===== config.mk =====
export PLATFORM = sky130hd
export DESIGN_NAME = shot_clock_flat
export DESIGN_NICKNAME = d
export VERILOG_FILES = /design/src/rtl/shot_clock_pkg.sv /design/src/rtl/shot_clock_if.sv /design/src/rtl/shot_clock_tick_gen.sv /design/src/rtl/shot_clock.sv /design/src/flat_wrapper.sv
export SDC_FILE = /design/constraint.sdc
export NUM_CORES = 1
export LEC_CHECK = 0
export ABC_AREA = 1
export CAP_MARGIN = 15
export CORE_AREA = 5 5 42 44
export CTS_BUF_LIST = sky130_fd_sc_hd__clkbuf_16
export DETAILED_ROUTE_END_ITERATION = 8
export DIE_AREA = 0 0 47 49
export GPL_TIMING_DRIVEN = 1
export PLACE_DENSITY_LB_ADDON = 0.08
export SYNTH_ARGS = -nofsm -noshare
export SYNTH_HDL_FRONTEND = slang
export SYNTH_SLANG_ARGS = --single-unit

===== constraint.sdc =====
create_clock -name clk -period 2.5 [get_ports clk]
set_input_delay 0.625 -clock clk [delete_from_list [all_inputs] [get_ports clk]]
set_output_delay 0.625 -clock clk [all_outputs]
set_load 0.01 [all_outputs]

===== src/rtl/shot_clock_pkg.sv =====
// Shared types and defaults for the shot clock.
// State encoding and parameter defaults live here.
package shot_clock_pkg;

  typedef enum logic {
    RUN  = 1'b0,
    BUZZ = 1'b1
  } state_t;

  localparam int CNT_W        = 4;
  localparam int START_DEF    = 10;
  localparam int TICK_DIV_DEF = 4;
  localparam int BUZZ_LEN_DEF = 3;

endpackage


===== src/rtl/shot_clock_if.sv =====
// Output bundle of the shot clock.
// master drives, slave observes.
interface shot_clock_if;
  import shot_clock_pkg::*;

  logic [CNT_W-1:0] count;
  logic             shoot;
  logic             buzz;

  modport master (
    output count,
    output shoot,
    output buzz
  );

  modport slave (
    input count,
    input shoot,
    input buzz
  );

endinterface


===== src/rtl/shot_clock_tick_gen.sv =====
// Prescaler: counts 0..TICK_DIV-1 while enabled,
// tick is high on the last count.
module tick_gen
  import shot_clock_pkg::*;
#(
  parameter int TICK_DIV = TICK_DIV_DEF
) (
  input  logic clk,
  input  logic rst_n,
  input  logic enable,
  output logic tick
);

  localparam int W =
    (TICK_DIV > 1) ? $clog2(TICK_DIV) : 1;
  localparam logic [W-1:0] LAST = W'(TICK_DIV - 1);

  logic [W-1:0] r_cnt;
  logic         w_last;

  assign w_last = (r_cnt == LAST);
  assign tick   = enable && w_last;

  always_ff @(posedge clk or negedge rst_n) begin
    if (!rst_n) begin
      r_cnt <= '0;
    end else if (enable) begin
      r_cnt <= w_last ? '0 : r_cnt + 1'b1;
    end
  end

endmodule


===== src/rtl/shot_clock.sv =====
// Shot clock: counts down from START, pulses shoot on
// expiry, then buzzes for BUZZ_LEN clocks and reloads.
module shot_clock
  import shot_clock_pkg::*;
#(
  parameter int START    = START_DEF,
  parameter int TICK_DIV = TICK_DIV_DEF,
  parameter int BUZZ_LEN = BUZZ_LEN_DEF
) (
  input  logic          clk,
  input  logic          rst_n,
  shot_clock_if.master  sc
);

  localparam int BW =
    (BUZZ_LEN > 1) ? $clog2(BUZZ_LEN) : 1;
  localparam logic [BW-1:0] BLAST =
    BW'(BUZZ_LEN - 1);
  localparam logic [CNT_W-1:0] START_V =
    CNT_W'(START);

  state_t           r_state;
  state_t           w_state;
  logic [CNT_W-1:0] r_count;
  logic [CNT_W-1:0] w_count;
  logic [BW-1:0]    r_bcnt;
  logic [BW-1:0]    w_bcnt;
  logic             r_shoot;
  logic             w_shoot;
  logic             r_buzz;
  logic             w_buzz;
  logic             w_tick;
  logic             w_run;

  assign w_run = (r_state == RUN);

  // Prescaler wraps to 0 on the expiry tick and
  // holds while disabled, so RUN resumes from 0.
  tick_gen #(
    .TICK_DIV (TICK_DIV)
  ) u_tick (
    .clk    (clk),
    .rst_n  (rst_n),
    .enable (w_run),
    .tick   (w_tick)
  );

  always_ff @(posedge clk or negedge rst_n) begin
    if (!rst_n) begin
      r_state <= RUN;
      r_count <= START_V;
      r_bcnt  <= '0;
      r_shoot <= 1'b0;
      r_buzz  <= 1'b0;
    end else begin
      r_state <= w_state;
      r_count <= w_count;
      r_bcnt  <= w_bcnt;
      r_shoot <= w_shoot;
      r_buzz  <= w_buzz;
    end
  end

  always_comb begin
    w_state = r_state;
    w_count = r_count;
    w_bcnt  = r_bcnt;
    w_shoot = 1'b0;
    w_buzz  = r_buzz;
    unique case (r_state)
      RUN: begin
        if (w_tick) begin
          if (r_count > CNT_W'(1)) begin
            w_count = r_count - 1'b1;
          end else begin
            w_count = '0;
            w_shoot = 1'b1;
            w_buzz  = 1'b1;
            w_bcnt  = '0;
            w_state = BUZZ;
          end
        end
      end
      BUZZ: begin
        if (r_bcnt == BLAST) begin
          w_count = START_V;
          w_buzz  = 1'b0;
          w_state = RUN;
        end else begin
          w_bcnt = r_bcnt + 1'b1;
        end
      end
    endcase
  end

  assign sc.count = r_count;
  assign sc.shoot = r_shoot;
  assign sc.buzz  = r_buzz;

endmodule


===== src/flat_wrapper.sv =====
// flat-port wrapper written by rule: the top's interface ports become plain ports
module shot_clock_flat import shot_clock_pkg::*;
#(
  parameter int START    = START_DEF,
  parameter int TICK_DIV = TICK_DIV_DEF,
  parameter int BUZZ_LEN = BUZZ_LEN_DEF
)
  (clk, rst_n, sc_count, sc_shoot, sc_buzz);
  shot_clock_if sc_i ();
  input  logic clk;
  input  logic rst_n;
  output wire logic [$bits(sc_i.count)-1:0] sc_count;
  output wire logic [$bits(sc_i.shoot)-1:0] sc_shoot;
  output wire logic [$bits(sc_i.buzz)-1:0] sc_buzz;
  assign sc_count = sc_i.count;
  assign sc_shoot = sc_i.shoot;
  assign sc_buzz = sc_i.buzz;
  shot_clock #(.START(START), .TICK_DIV(TICK_DIV), .BUZZ_LEN(BUZZ_LEN)) u_core (.clk(clk), .rst_n(rst_n), .sc(sc_i));
endmodule

==> impl_metrics.xml <==
<?xml version="1.0" encoding="UTF-8"?>
<metrics>
  <group name="synthesis">
    <metric name="enable_flop_cells" unit="">0</metric>
    <metric name="synth-main-ff-cell" unit="">dfrtp_1</metric>
    <metric name="async_flop_share" unit="%">100</metric>
    <metric name="yosysTopAreaCell" unit="">dfrtp_1</metric>
    <metric name="yosys.cell_types.count" unit="">17</metric>
    <metric name="synthesis.yosys.warnings" unit="">0</metric>
    <metric name="synth_largest_type_area_fraction" unit="%">40.8</metric>
    <metric name="netlist_area" unit="µm²">552</metric>
    <metric name="postSynthNetCount" unit="">71</metric>
    <metric name="synthCells" unit="">65</metric>
    <metric name="yosys_cells" unit="">65</metric>
    <metric name="ys_top_cells_by_area" unit="">dfrtp_1, nand2_1, dfstp_2, ha_1, inv_1</metric>
    <metric name="synth_area_per_cell" unit="µm²">8.49</metric>
    <metric name="synth.yosys.chip_area" unit="µm²">552</metric>
    <metric name="flip_flop_and_latch_count_after_synthesis" unit="">11</metric>
  </group>
  <group name="route">
    <metric name="finalWirelength" unit="µm">980</metric>
    <metric name="detailedRoute.firstIterationViolations" unit="">12</metric>
    <metric name="avgViaCountPerCell" unit="">4.59</metric>
    <metric name="drtAntennaViolNets" unit="">0</metric>
    <metric name="remaining_drc_errors" unit="">0</metric>
    <metric name="via_count" unit="">422</metric>
    <metric name="wire_per_inst" unit="µm">10.7</metric>
  </group>
  <group name="finish">
    <metric name="final_common_cell" unit="">nand2_1</metric>
    <metric name="area_taken_by_multi_input_logic_gates" unit="µm²">240</metric>
    <metric name="layout.cell_area.non_filler" unit="µm²">721</metric>
    <metric name="n_antenna_cell" unit="">0</metric>
    <metric name="area_growth_from_synthesis_to_layout" unit="%">30.6</metric>
    <metric name="drive_above_1_share" unit="%">13.2</metric>
    <metric name="non_filler_instance_count_after_layout" unit="">92</metric>
    <metric name="final.fill_count" unit="">132</metric>
    <metric name="design.final.nets" unit="">83</metric>
  </group>
  <group name="final_timing">
    <metric name="worst_margin_slew" unit="ps">473</metric>
    <metric name="postLayoutSetupSlackWorst" unit="ps">545</metric>
    <metric name="report.final.hold_viol_count" unit="">0</metric>
    <metric name="finalWorstPathRequiredPeriod" unit="ps">1960</metric>
    <metric name="final_worst_path_cycle_share" unit="%">78.2</metric>
    <metric name="rsz0062_at_grt" unit="">false</metric>
    <metric name="max_clock_freq" unit="GHz">0.512</metric>
    <metric name="drv_slew" unit="">0</metric>
    <metric name="finalSetupViolCount" unit="">0</metric>
    <metric name="max_slew_margin" unit="%">68.3</metric>
    <metric name="sum_of_negative_setup_slack" unit="ps">0</metric>
  </group>
  <group name="clock_network">
    <metric name="clockBufferDepth" unit="">2</metric>
    <metric name="cts_resized" unit="">0</metric>
    <metric name="number_of_buffers_inserted_by_post_cts_setup_repair" unit="">0</metric>
    <metric name="hold_buffers" unit="">0</metric>
    <metric name="tritoncts_clock_tree" unit="">yes</metric>
    <metric name="clk_root_buffer_cell" unit="">clkbuf_16</metric>
    <metric name="clkTransAtPathRegs" unit="ps">40</metric>
  </group>
  <group name="critical_path">
    <metric name="setup.worst_path.end_class" unit="">output pin</metric>
    <metric name="crit_path_cells" unit="">clkdlybuf4s50_1</metric>
    <metric name="reg2reg_depth" unit="">7</metric>
    <metric name="critPathMaxStageDelay" unit="ps">550</metric>
    <metric name="worst_path_max_delay_cell" unit="">dfstp_2</metric>
    <metric name="setup.worst_path.start" unit="">u_core.sc.count[3]</metric>
    <metric name="arrival_time_worst_endpoint" unit="ps">1330</metric>
    <metric name="critical_path_class" unit="">reg2out</metric>
    <metric name="worst_path_depth" unit="">1</metric>
    <metric name="critical_path_required" unit="ps">1880</metric>
    <metric name="reg2reg_from" unit="">u_core.sc.count[1]</metric>
    <metric name="worst-path-max-fanout" unit="">5</metric>
    <metric name="cp-endpoint" unit="">sc_count[3]</metric>
  </group>
  <group name="die">
    <metric name="core.rowCount" unit="">14</metric>
    <metric name="floorplan.die_area" unit="mm²">0.00230</metric>
    <metric name="die_h" unit="µm">49</metric>
    <metric name="num_io_pins" unit="">8</metric>
    <metric name="fp-utilization" unit="%">39.4</metric>
    <metric name="placeableCoreArea" unit="mm²">0.00140</metric>
    <metric name="chipWidth" unit="µm">47</metric>
  </group>
  <group name="flow_run">
    <metric name="log.warning_count" unit="">27</metric>
    <metric name="cap_violations" unit="">0</metric>
  </group>
  <group name="place">
    <metric name="dpl.cell_count" unit="">88</metric>
    <metric name="numPortBuffers" unit="">7</metric>
    <metric name="dpl.hpwl" unit="µm">721</metric>
    <metric name="gpl.final_weighted_congestion" unit="">0.734</metric>
    <metric name="area_post_placement" unit="µm²">642</metric>
  </group>
  <group name="global_routing">
    <metric name="first_global_vias" unit="">397</metric>
    <metric name="grt_antenna_before_repair" unit="">0</metric>
    <metric name="grt_usage" unit="%">10.3</metric>
    <metric name="grt_pass1_wl" unit="mm">1.59</metric>
    <metric name="pin_count_of_the_biggest_net_entering_global_routing" unit="">12</metric>
    <metric name="overflow_after_grt" unit="">0</metric>
  </group>
  <group name="power_and_ir_drop">
    <metric name="ir_worst_vdd" unit="mV">0.394</metric>
    <metric name="cellPowerDensity" unit="mW/mm²">653</metric>
  </group>
  <group name="status">
    <metric name="run_status" unit="">completed</metric>
  </group>
  <group name="worst_hold_path">
    <metric name="hp-start" unit="">u_core.r_bcnt[0]</metric>
    <metric name="min-delay-path-class" unit="">reg2reg</metric>
    <metric name="holdPathStages" unit="">1</metric>
    <metric name="worst_hold_path.endpoint" unit="">u_core.r_bcnt[0]</metric>
  </group>
</metrics>
routing by layer:
metal  wire length [µm]  track usage, %  vias to the layer above
li1                   -               -                      228
met1                463            11.6                      180
met2                422            13.6                        9
met3                 51            4.43                        5
met4                 43            9.68                        0
met5                  0               0                        -
cell families (layout without fill, tap and decap cells):
group,after synthesis,after routing,share of synthesized area (%)
AOI/OAI and AO/OA,5,5,5.21
and+or+nand+nor,35,35,27.7
buffers and inverters,9,20,6.12
adders and majority gates,4,4,9.07
xor gates and xnor gates,1,1,1.59
DFF,11,11,50.3
through the flow:
stage	hold WS, ps	utilization (%)
6_report	474	51.4
5_1_grt	484	51.4
4_1_cts	474	51.4
3_5_place_dp	468	45.8
3_3_place_gp	464	45.8
2_1_floorplan	329	-
layout make-up:
class                   instances  area share (%)
multi-input cells              45            33.3
clock buffers                   3            10.4
inverters                       9            4.69
clock inverters                 1           0.521
well taps                      16            2.78
flip-flops and latches         11            38.5
repair buffers                  7            9.72
registers in the layout, summed over array words and instances (netlist names):
signal and cells:
u_core.u_tick.r_cnt 2, u_core.sc.count 4, u_core.sc.shoot 1, u_core.r_bcnt 2, u_core.r_state 1, u_core.sc.buzz 1
synthesized netlist by cell type (2+ instances only):
| cell type | count |
|---|---|
| o21ai_1 | 3 |
| dfstp_2 | 2 |
| nand2_1 | 21 |
| ha_1 | 4 |
| nand3_1 | 3 |
| nor2_1 | 6 |
| inv_1 | 8 |
| dfrtp_1 | 9 |
power by group:
group,leakage [nW],internal (mW),switching [mW]
clock network,0.0423,0.210,0.0772
logic,0.205,0.00138,0.00317
registers,0.133,0.179,0
total,0.380,0.390,0.0804
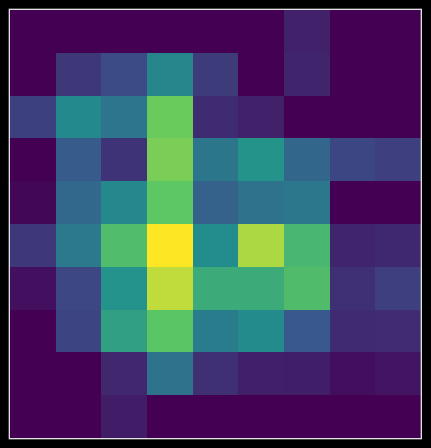
(images/route_heat.png)
9 x 10 tiles, from dark purple (low) to yellow (high), scaled to the fullest tile. Values are wire area over tile area, all layers added.
nearly empty tiles: 33%
mean over tiles: 0.070
emptiest ninth of the die: north-east

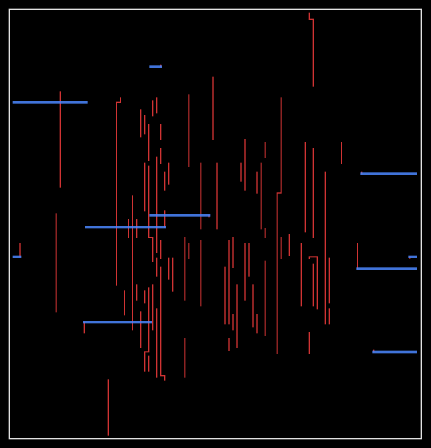
(images/layers.png)
Only two layers are drawn.
[M3] blue | wire length: 51.8 µm
[M2] red | wire length: 422 µm

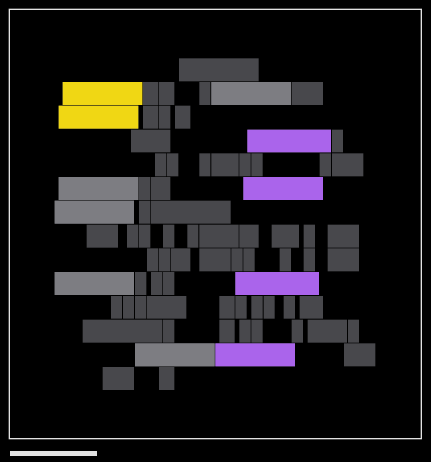
(images/ff_map.png)
The bar under the picture is 10 µm long. Other sequential cells in the stronger gray, the rest of the logic in the fainter gray.
[u_core.r_bcnt] yellow | flops: 2
[u_core.sc.count] purple | flops: 4
not colored: 5
FF+latch area: 278 µm²
share of cell area taken by flip-flops and latches: 38.5%

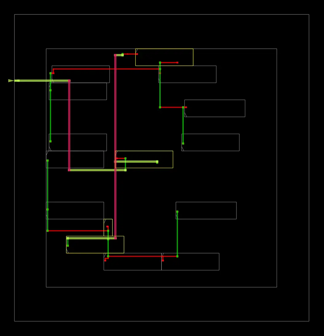
(images/clock_nets.png)
total clock sinks: 11
Clk. pwr: 0.287 mW
worst clock skew: 0.319 ps
Insertion Delay late pin: 240 ps
Flop Count: 11

Power is estimated from default activity; no workload was simulated.
